$ cat src/rtl/daisy_rr_arbiter.sv
// daisy_rr_arbiter: round-robin arbiter built as a circular daisy chain.
// The search starts at a rotating pointer, and the registered one-hot
// grant is held until the grantee releases it. Every release is followed
// by one idle cycle before the next grant is issued.
//
// Optional feature: define ARB_TIMEOUT_EN to preempt a grant after
// MAXHOLD BUSY cycles. tout pulses on the edge that performs that release.
// When ARB_TIMEOUT_EN is not defined, no hold counter is built, tout is
// tied low and MAXHOLD has no effect.
//
// state | meaning
// IDLE  | no grant; search the requests starting at ptr
// BUSY  | grant held; wait for done, a dropped request or a timeout

module daisy_rr_arbiter #(
    parameter int N       = 8,
    parameter int MAXHOLD = 15
) (
    input  logic                 clk,
    input  logic                 rst,
    input  logic [0:N-1]         r,
    input  logic                 done,
    output logic [0:N-1]         g,
    output logic [$clog2(N)-1:0] gid,
    output logic                 gv,
    output logic                 tout
);

    localparam int           W      = $clog2(N);
    localparam int           WP     = W + 1;
    localparam logic [WP-1:0] W_N    = WP'(N);
    localparam logic [W-1:0]  W_LAST = W'(N - 1);

    typedef enum logic {
        IDLE = 1'b0,
        BUSY = 1'b1
    } state_t;

    state_t         r_state;
    state_t         w_state_nxt;
    logic [W-1:0]   r_ptr;
    logic [W-1:0]   w_ptr_nxt;
    logic [W-1:0]   r_gid;
    logic [W-1:0]   w_gid_nxt;
    logic [0:N-1]   r_g;
    logic [0:N-1]   w_g_nxt;
    logic [W-1:0]   w_win;
    logic [WP-1:0]  w_idx;
    logic           w_found;
    logic           w_release;
    logic           w_timeout;

    generate
        if (N < 2 || N > 32) begin : g_bad_n
            $error("daisy_rr_arbiter: N must be in 2..32");
        end
        if (MAXHOLD < 1 || MAXHOLD > 255) begin : g_bad_maxhold
            $error("daisy_rr_arbiter: MAXHOLD must be in 1..255");
        end
    endgenerate

    // Circular priority search: first set request at ptr, ptr+1, ..., wrapping at N
    always_comb begin
        w_found = 1'b0;
        w_win   = '0;
        w_idx   = '0;
        for (int i = 0; i < N; i++) begin
            w_idx = {1'b0, r_ptr} + WP'(i);
            if (w_idx >= W_N) begin
                w_idx = w_idx - W_N;
            end
            if (!w_found && r[w_idx[W-1:0]]) begin
                w_found = 1'b1;
                w_win   = w_idx[W-1:0];
            end
        end
    end

    // Only meaningful in BUSY; the request check looks at the current grantee
    assign w_release = done || !r[r_gid] || w_timeout;

    // State, pointer and grant registers
    always_ff @(posedge clk or posedge rst) begin
        if (rst) begin
            r_state <= IDLE;
            r_ptr   <= '0;
            r_gid   <= '0;
            r_g     <= '0;
        end else begin
            r_state <= w_state_nxt;
            r_ptr   <= w_ptr_nxt;
            r_gid   <= w_gid_nxt;
            r_g     <= w_g_nxt;
        end
    end

    // Next-state logic: grant from IDLE, release from BUSY (release always lands in IDLE)
    always_comb begin
        w_state_nxt = r_state;
        w_ptr_nxt   = r_ptr;
        w_gid_nxt   = r_gid;
        w_g_nxt     = r_g;
        case (r_state)
            IDLE: begin
                if (w_found) begin
                    w_state_nxt    = BUSY;
                    w_gid_nxt      = w_win;
                    w_g_nxt        = '0;
                    w_g_nxt[w_win] = 1'b1;
                end
            end
            BUSY: begin
                if (w_release) begin
                    w_state_nxt = IDLE;
                    w_g_nxt     = '0;
                    w_ptr_nxt   = (r_gid == W_LAST) ? '0 : r_gid + W'(1);
                end
            end
            default: begin
                w_state_nxt = IDLE;
                w_g_nxt     = '0;
            end
        endcase
    end

`ifdef ARB_TIMEOUT_EN
    localparam logic [7:0] W_MAXHOLD = 8'(MAXHOLD);

    logic [7:0] r_hold;
    logic       r_tout;

    // Hold counter: zero while idle, so it starts at 0 on BUSY entry; saturates at MAXHOLD
    always_ff @(posedge clk or posedge rst) begin
        if (rst) begin
            r_hold <= '0;
        end else if (r_state == IDLE) begin
            r_hold <= '0;
        end else if (r_hold != W_MAXHOLD) begin
            r_hold <= r_hold + 8'd1;
        end
    end

    // The counter reaches MAXHOLD on the edge that ends the MAXHOLD-th BUSY cycle
    assign w_timeout = (r_state == BUSY) && (r_hold == W_MAXHOLD - 8'd1);

    // Timeout pulse, raised on the same edge that clears the grant
    always_ff @(posedge clk or posedge rst) begin
        if (rst) begin
            r_tout <= 1'b0;
        end else begin
            r_tout <= w_timeout;
        end
    end

    assign tout = r_tout;
`else
    assign w_timeout = 1'b0;
    assign tout      = 1'b0;
`endif

    assign g   = r_g;
    assign gid = r_gid;
    assign gv  = (r_state == BUSY);

endmodule

$ cat config.mk
export PLATFORM = sky130hd
export DESIGN_NAME = daisy_rr_arbiter
export DESIGN_NICKNAME = d
export VERILOG_FILES = /design/src/rtl/daisy_rr_arbiter.sv
export SDC_FILE = /design/constraint.sdc
export NUM_CORES = 1
export LEC_CHECK = 0
export CORE_MARGIN = 1
export CORE_UTILIZATION = 34
export CTS_CLUSTER_DIAMETER = 200
export DETAILED_ROUTE_END_ITERATION = 16
export GPL_TIMING_DRIVEN = 0
export MAX_ROUTING_LAYER = met4
export PLACE_DENSITY_LB_ADDON = 0.15
export SLEW_MARGIN = 40
export SYNTH_ARGS = -nofsm -noshare
export SYNTH_HDL_FRONTEND = slang
export SYNTH_SLANG_ARGS = --single-unit
$ cat constraint.sdc
create_clock -name clk -period 9.15 [get_ports clk]
set_clock_uncertainty 0.15 [all_clocks]
set_input_delay 0.915 -clock clk [delete_from_list [all_inputs] [get_ports clk]]
set_output_delay 0.915 -clock clk [all_outputs]
set_load 0.005 [all_outputs]
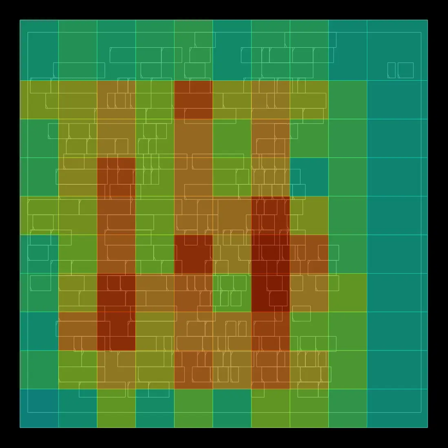
*Congestion heat map, run 1*
met3 usage in global routing: 0.0290
routing layer with the top usage in global route: met2
global routing usage summed across all routing layers: 0.195
detailed-route wire length per cell: 17.2 um

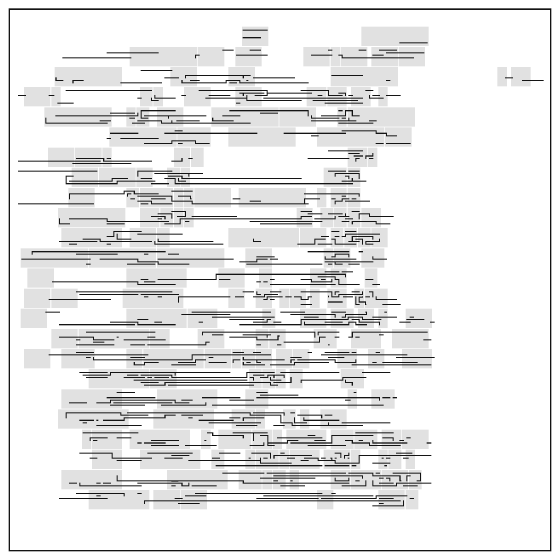
*Met1 routing, run 1*
Cells faint in the background.
main direction: horizontal
wire length on this layer: 2170 um
detailed-route wire length: 4540 um
met1 usage: 0.277
vias: 1554

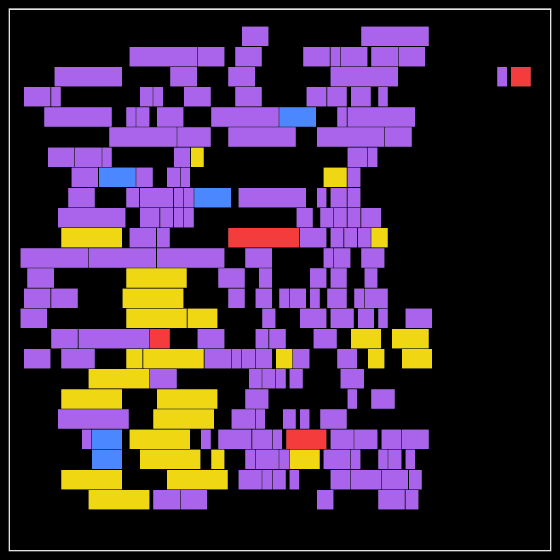
*Drive-strength map, run 1*
[x1 and smaller] purple | cells: 162 | share: 82%
[x3 and x4] red | cells: 4 | share: 2.0%
[x2] yellow | cells: 26 | share: 13%
[x6 and larger] blue | cells: 5 | share: 2.5%
Final Worst Setup Slack: 4.94 ns
Final Cell Area: 0.00206 mm^2
Area growth syn-to-layout: 20.4%
total of plain and repair buffers excluding clock buffers: 32

==> notes.md, run 1 <==
Notes on the physical design

The report puts the cell count of the worst reg-to-reg path at 12. The worst-case reg-to-reg setup slack stands at 4.94 ns. The global route stage reports its total congestion overflow as 0.

Clock latency on the worst-skew pair, taken at its later pin, is ~0.25 ns. The final hold slack is ~0.34 ns. The count of placed standard cells including taps is 260. According to the I/O placement log, the pin count is 24. The startpoint identified for the worst hold timing path is g[7].

The number of warnings printed during yosys synthesis is 0. In the finished design the tool counted flip-flops and latches totalling 15. In the layout the tool counted multi-input logic cells amounting to 133. Summed over all nets, wire length on met2 after detailed routing comes to around 2100 um. The transition time at the pin with the least slew margin is 0.557 ns. Per the slew report, the remaining headroom to the max-slew limit stands at 0.628.

Of all flip-flops after synthesis, the portion carrying an async set or reset was 1.00. The tap cell count is 67. The number of global-route vias before repair is 1489. The buffer levels on the longest clock path is 2. The number of cells in the finished layout apart from fillers is 264. Of the total synthesized cell area, the portion taken by full adders, half adders and majority gates is 0.0293.

The total iterations of the first detailed-routing run is 4. The post-synthesis sequential element count is 15. Post-route period utilization is reported as 0.460. The total number of cells along the worst setup path is 12. The final period demand of the worst path is 4.21 ns. Per the post-CTS timing run, clock transition at the registers of the reported paths is 0.06 ns. The flow ran to the end, and the final reports show no timing, DRC or antenna violations.
--- run 2 (diff from run 1) ---
==> constraint.sdc (replaced) <==
create_clock -name clk -period 3.8 [get_ports clk]
set_clock_uncertainty 0.15 [all_clocks]
set_input_delay 0.38 -clock clk [delete_from_list [all_inputs] [get_ports clk]]
set_output_delay 0.38 -clock clk [all_outputs]
set_load 0.005 [all_outputs]
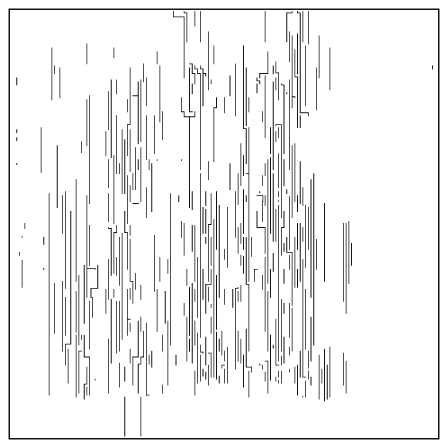
*The metal 2 layer, run 2*
nets with wire on the layer: 183
share of all routed wire: 47%

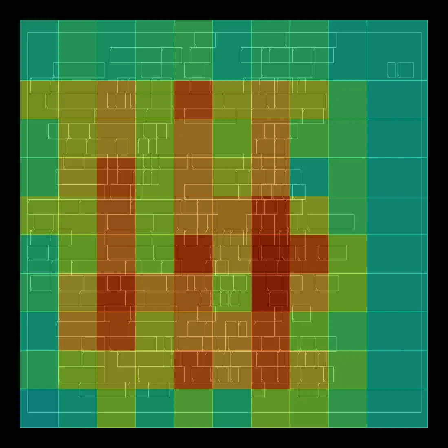
*Congestion heat map, run 2*
met2 Usage GRT: 0.294
share of the core filled with cells in the final layout: 0.433

==> notes.md, run 2 <==
Notes on the physical design

The run finished with clean final reports. The flip-flop and latch count is 15 (unchanged). The buffer count excluding the clock tree in the final layout came to 31 (-3.1%). The count of multi-input gates is 133 (unchanged). The global routing met1 resource utilization is 0.276 (-0.000876). The post-route cell area was 0.00207 mm^2 (+0.67%).

The met2 wirelength from detailed routing is 2160 um (+0.79%). The clock-pin slew of the registers on the worst-case setup and hold paths was 0.06 ns (about the same). The number of global-route vias before repair is 1490 (+0.067%). The total congestion overflow after global routing is 0 (unchanged). The clock network latency to the later pin of the worst-skew pair is 0.25 ns (about the same). The final worst-path setup slack came to 0.189 ns (-4.75 ns).

The wire length per cell came to 17.4 um (+1.3%). The global-route usage over all layers was 0.194 (-0.00122).

The post-synthesis sequential element count is 15 (unchanged). The transition time at the pin with the least slew margin came to 0.567 ns (+0.0101 ns). The final hold slack is 0.334 ns (-0.00552 ns). The final period demand of the worst path is 3.61 ns (-0.595 ns).

The tap cell count is 67 (unchanged). In this run the most used layer during global routing was met2. The share of flip-flops with an asynchronous set or reset after synthesis is 1.00 (unchanged). The global-route track usage on met3 is 0.0290 (unchanged).

The cell count of the worst reg-to-reg path is 11 (-1).
--- run 3 (diff from run 2) ---
--- a/config.mk
+++ b/config.mk
@@ -9,6 +9,7 @@
 export CORE_UTILIZATION = 34
 export CTS_CLUSTER_DIAMETER = 200
 export DETAILED_ROUTE_END_ITERATION = 16
+export GPL_ROUTABILITY_DRIVEN = 0
 export GPL_TIMING_DRIVEN = 0
 export MAX_ROUTING_LAYER = met4
 export PLACE_DENSITY_LB_ADDON = 0.15
@@ -16,3 +17,4 @@
 export SYNTH_ARGS = -nofsm -noshare
 export SYNTH_HDL_FRONTEND = slang
 export SYNTH_SLANG_ARGS = --single-unit
+export TNS_END_PERCENT = 20
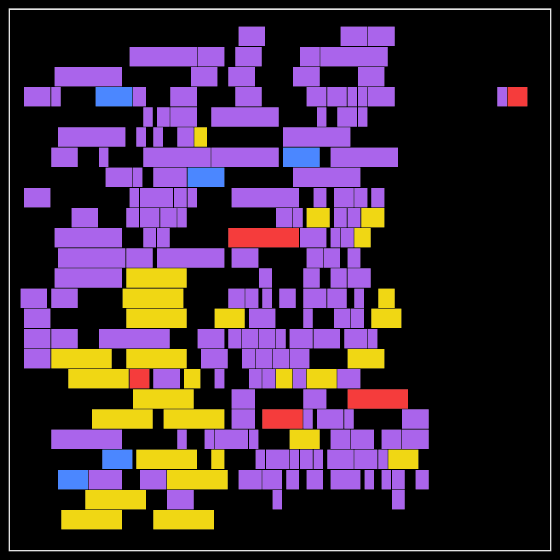
*Drive-strength map, run 3*
[x1 and smaller] purple | cells: 158 | share: 81%
[x3 and x4] red | cells: 5 | share: 2.6%
[x2] yellow | cells: 28 | share: 14%
[x6 and larger] blue | cells: 5 | share: 2.6%
Final Worst Setup Slack: 0.163 ns
Area growth syn-to-layout: 21.2%

==> notes.md, run 3 <==
Notes on the physical design

The wire length per cell was 17.1 um (-1.8%). The run finished with clean final reports. The met2 track demand over resource in global routing came to 0.292 (-0.00208).

The clock-pin slew of the registers on the worst-case setup and hold paths was 0.06 ns (about the same). The share of the core filled with cells was 0.433 (unchanged). The flip-flop and latch count is 15 (unchanged). The post-route cell area is 0.00207 mm^2 (unchanged). The final hold slack was 0.333 ns (-0.000951 ns). The tap cell count came to 67 (unchanged). The final period demand of the worst path is 3.64 ns (+0.0264 ns). The post-synthesis sequential element count is 15 (unchanged).

The global-route track usage on met3 is 0.0304 (+0.00138). The count of multi-input gates is 133 (unchanged).

The transition time at the pin with the least slew margin is 0.572 ns (+0.00501 ns). The die is 72.9 um tall. The slowest stage cell on the critical path is sky130_fd_sc_hd__mux4_2. The met2 wirelength from detailed routing came to 2140 um (-0.97%). The buffer count excluding the clock tree in the final layout is 31 (unchanged). The global routing met1 resource utilization is 0.259 (-0.0167). The cell count of the worst reg-to-reg path is 11 (unchanged).
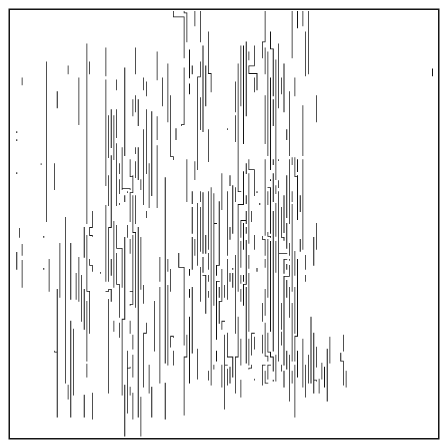
*The metal 2 layer, run 3*
longest straight run: 33.7 um
main direction: vertical
vias: 1546
detailed-route wire length: 4500 um

